<file path="config.mk">
export PLATFORM = sky130hd
export DESIGN_NAME = echo_mix
export DESIGN_NICKNAME = d
export VERILOG_FILES = /design/src/rtl/echo_mix.sv
export SDC_FILE = /design/constraint.sdc
export NUM_CORES = 1
export LEC_CHECK = 0
export ABC_AREA = 1
export CORE_UTILIZATION = 40
export CTS_CLUSTER_SIZE = 28
export DETAILED_ROUTE_END_ITERATION = 7
export PLACE_DENSITY = 0.62
export SLEW_MARGIN = 10
export SYNTH_ARGS = -nofsm -noshare
export SYNTH_HDL_FRONTEND = slang
export SYNTH_SLANG_ARGS = --single-unit
</file>
<file path="constraint.sdc">
create_clock -name clkMain -period 4.4 [get_ports clkMain]
set_clock_uncertainty 0.05 [all_clocks]
set_input_delay 0.44 -clock clkMain [delete_from_list [all_inputs] [get_ports clkMain]]
set_output_delay 0.44 -clock clkMain [all_outputs]
set_load 0.03 [all_outputs]
</file>
<file path="src/rtl/echo_mix.sv">
// Echo mixer: dry + (wet * gain / 16) through a four-state IDLE/MULT/ADD/OUT sequencer.
// Define ECHO_MIX_SATURATE_EN to clamp overflowing sums; otherwise they wrap to 16 bits.
module echo_mix (
   input  logic        clkMain,
   input  logic        rst,
   input  logic        sampleValid,
   input  logic [15:0] dryIn,
   input  logic [15:0] wetIn,
   input  logic [3:0]  gain,
   output logic [15:0] mixOut,
   output logic        mixValid,
   output logic        busy,
   output logic        overrun,
   output logic [7:0]  clipCount
);
   typedef enum logic [1:0] {IDLE, MULT, ADD, OUT} state_t;

   state_t             state_reg, state_next;
   logic signed [15:0] dry_cap_reg;
   logic signed [15:0] wet_cap_reg;
   logic [3:0]         gain_cap_reg;
   logic signed [15:0] wet_scaled_reg;
   logic [15:0]        mix_reg;
   logic               overrun_reg;
   logic [7:0]         clip_reg;

   logic               capture;
   logic signed [19:0] product;
   logic signed [19:0] product_shifted;
   logic signed [16:0] sum;
   logic               sum_ovf;
   logic [15:0]        sum_out;

   always_comb begin
      state_next = state_reg;
      capture    = 1'b0;
      case (state_reg)
         IDLE: begin
            if (sampleValid) begin
               capture    = 1'b1;
               state_next = MULT;
            end
         end
         MULT:    state_next = ADD;
         ADD:     state_next = OUT;
         OUT:     state_next = IDLE;
         default: state_next = IDLE;
      endcase
   end

   // Gain is unsigned, so it gets a zero sign bit before the signed multiply.
   assign product         = wet_cap_reg * $signed({1'b0, gain_cap_reg});
   assign product_shifted = product >>> 4;
   assign sum             = {dry_cap_reg[15], dry_cap_reg} + {wet_scaled_reg[15], wet_scaled_reg};
   assign sum_ovf         = sum[16] ^ sum[15];

`ifdef ECHO_MIX_SATURATE_EN
   assign sum_out = sum_ovf ? (sum[16] ? 16'h8000 : 16'h7FFF) : sum[15:0];
`else
   assign sum_out = sum[15:0];
`endif

   always_ff @(posedge clkMain) begin
      if (rst) begin
         state_reg      <= IDLE;
         dry_cap_reg    <= '0;
         wet_cap_reg    <= '0;
         gain_cap_reg   <= '0;
         wet_scaled_reg <= '0;
         mix_reg        <= '0;
         overrun_reg    <= 1'b0;
         clip_reg       <= '0;
      end else begin
         state_reg <= state_next;
         if (capture) begin
            dry_cap_reg  <= dryIn;
            wet_cap_reg  <= wetIn;
            gain_cap_reg <= gain;
         end
         if (state_reg == MULT)
            wet_scaled_reg <= product_shifted[15:0];
         // mixOut lands on the edge into OUT so it is fresh alongside mixValid.
         if (state_reg == ADD) begin
            mix_reg <= sum_out;
            if (sum_ovf && clip_reg != 8'hFF)
               clip_reg <= clip_reg + 8'd1;
         end
         if (sampleValid && state_reg != IDLE)
            overrun_reg <= 1'b1;
      end
   end

   assign mixOut    = mix_reg;
   assign mixValid  = (state_reg == OUT);
   assign busy      = (state_reg != IDLE);
   assign overrun   = overrun_reg;
   assign clipCount = clip_reg;
endmodule

</file>
registers.png
Drawn at 4 px/um. Other sequential cells in the stronger grey, the rest of the logic in the fainter grey.
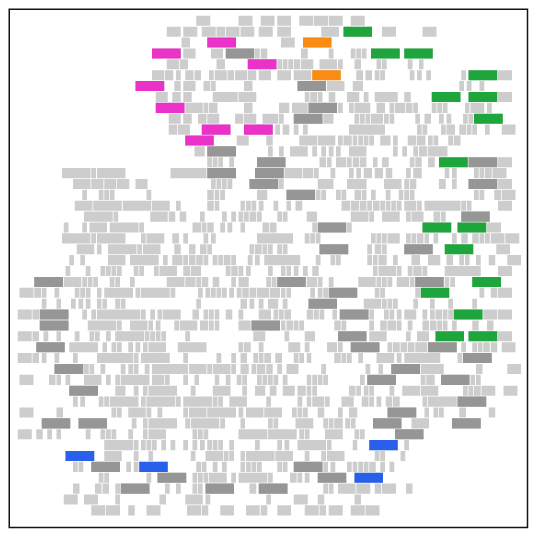
legend:
  magenta:
    signal: clipCount
    sequential_cells: 8
  orange:
    signal: state_reg
    sequential_cells: 2
  green:
    signal: mixOut
    sequential_cells: 16
  blue:
    signal: gain_cap_reg
    sequential_cells: 4
not coloured: 49

density.png
Drawn at 3 px/um. The die is cut into 13 by 13 equal tiles; white is low, dark blue is high, 0 to 100% covered.
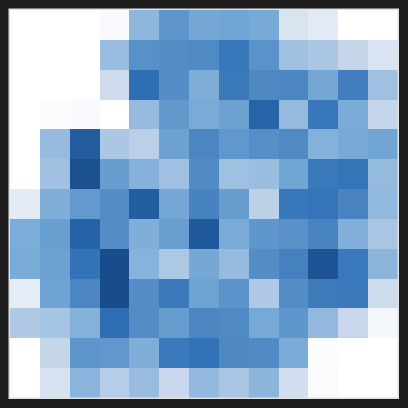
tiles over 75% full: 5.3%
mean over tiles: 44%
nearly empty tiles: 13%
emptiest ninth of the die: north-west
fullest tile: 89%

==> Slide: Implementation Results <==
Flow Results at a Glance

Critical path
  – Largest delay share family, worst path: adder cells
  – Req. time, crit path: 4.60 ns
  – Worst endpoint data arrival time: 3.95 ns
  – Slack of the worst reg-to-reg path: 0.64 ns
  – Buffers and inverters on the worst path: 4
  – Cell with the largest stage delay on the worst path: sky130_fd_sc_hd__dfxtp_1

Place
  – DP Wirelength: 11.2 mm
  – I/O Buffers: 65

Logic synthesis
  – Area figure in the yosys stat output: 0.00647 mm^2
  – Top-area cell type share of the netlist area: 0.244
  – Area fraction in full adders, half adders and majority gates: 0.207
  – Syn_area_per_cell: 6.75 um^2
  – Total of warnings raised by yosys: 0
  – Multiplexer share: 0
  – Post-synthesis cell area: 0.00647 mm^2
  – Dominant cell type by area after synthesis: sky130_fd_sc_hd__dfxtp_1
  – Top_reg_cell synth: sky130_fd_sc_hd__dfxtp_1

Finish
  – Number of inverters outside the clock class in the layout: 191
  – Synthesis-to-finish area growth: 17.9%
  – Cell type taking the most area: multi-input combinational cells
  – Antenna Cells: 0
  – Layout Nets: 1139
  – Post-layout instance area: 0.00763 mm^2
  – Area taken by flip-flops and latches: 0.00158 mm^2
  – Number of non-filler instances in the completed layout: 1233

Global routing
  – Number of antenna violations at the first check in global routing: 0
  – Via count of the first global-routing pass: 5367

STA
  – WHS: 0.442 ns
  – Share of the clock period used by the worst path: 0.854
  – Highest attainable clock frequency: 266 MHz
  – Finish-stage setup viols: 0

Clocking
  – Number of buffers on the longest clock path: 2
  – Number of clock buffers inserted by TritonCTS: 9
  – TritonCTS clock tree: built
  – Setup Fix Bufs, Post-CTS: 0
  – Number of hold buffers added after CTS: 0

Drt
  – Post-detailed-route wirelength per cell: 11.6 um
  – Final Routed Wirelength: 14.3 mm

Power
  – Cell leakage power: 4.19 nW
  – Worst voltage drop across the vdd grid: 0.000209 V

Status
  – Result of the run: finished, final reports clean

Die
  – Die height: 129 um
final_clocks.png
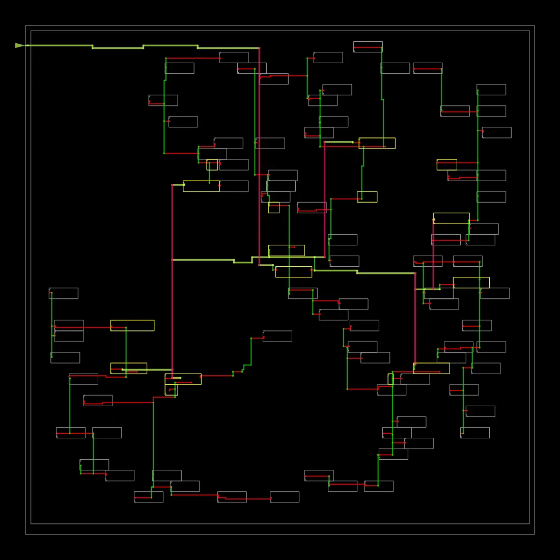
clock latency on the worst-skew pair: 0.35 ns
number of flip-flops and latches: 79
# clk buffers: 12

worst paths after layout:
check                                 start                         endpoint  cells past startpoint
max reg2reg    gain_cap_reg[2]$_SDFFE_PP0P_  wet_scaled_reg[10]$_SDFFE_PP0N_                     16
min reg2reg  wet_scaled_reg[4]$_SDFFE_PP0N_   wet_scaled_reg[4]$_SDFFE_PP0N_                      2
max            gain_cap_reg[2]$_SDFFE_PP0P_  wet_scaled_reg[10]$_SDFFE_PP0N_                     16
min          wet_scaled_reg[4]$_SDFFE_PP0N_   wet_scaled_reg[4]$_SDFFE_PP0N_                      2
placed cells by master, fill, tap and decap left out, drive strengths merged, types with 3 or more instances in the layout:
master | Yosys | final
inv | 190 | 190
o21ai | 68 | 68
clkbuf | 24 | 12
or2 | 3 | 3
nand4 | 11 | 11
xor2 | 20 | 20
clkdlybuf4s50 | 0 | 65
ha | 56 | 56
fa | 32 | 32
xnor2 | 7 | 7
o21bai | 4 | 4
dfxtp | 79 | 79
a21o | 4 | 4
nor2 | 172 | 172
buf | 5 | 6
nand3 | 25 | 25
a31oi | 4 | 4
nand2 | 205 | 205
a21oi | 40 | 40
logic make-up after synthesis:
family | after synthesis
simple gates | 419
buf+inv | 220
compound gates | 126
fa+ha+maj | 88
flops | 79
xor+xnor | 27
per-layer routing:
layer | vias to the layer above | GRT usage | routed length [um]
li1 | 3027 | - | -
met2 | 101 | 0.319 | 6480
met1 | 2468 | 0.244 | 6980
met3 | 17 | 0.0289 | 598
met5 | - | 0 | 0
met4 | 0 | 0.0623 | 270
where the power goes:
part           internal, W  switching, W
Clock             0.000472      0.000311
Sequential        0.000951      0.000219
Combinational     0.000701       0.00116
Total              0.00212       0.00169
Power is estimated from default activity; no workload was simulated.
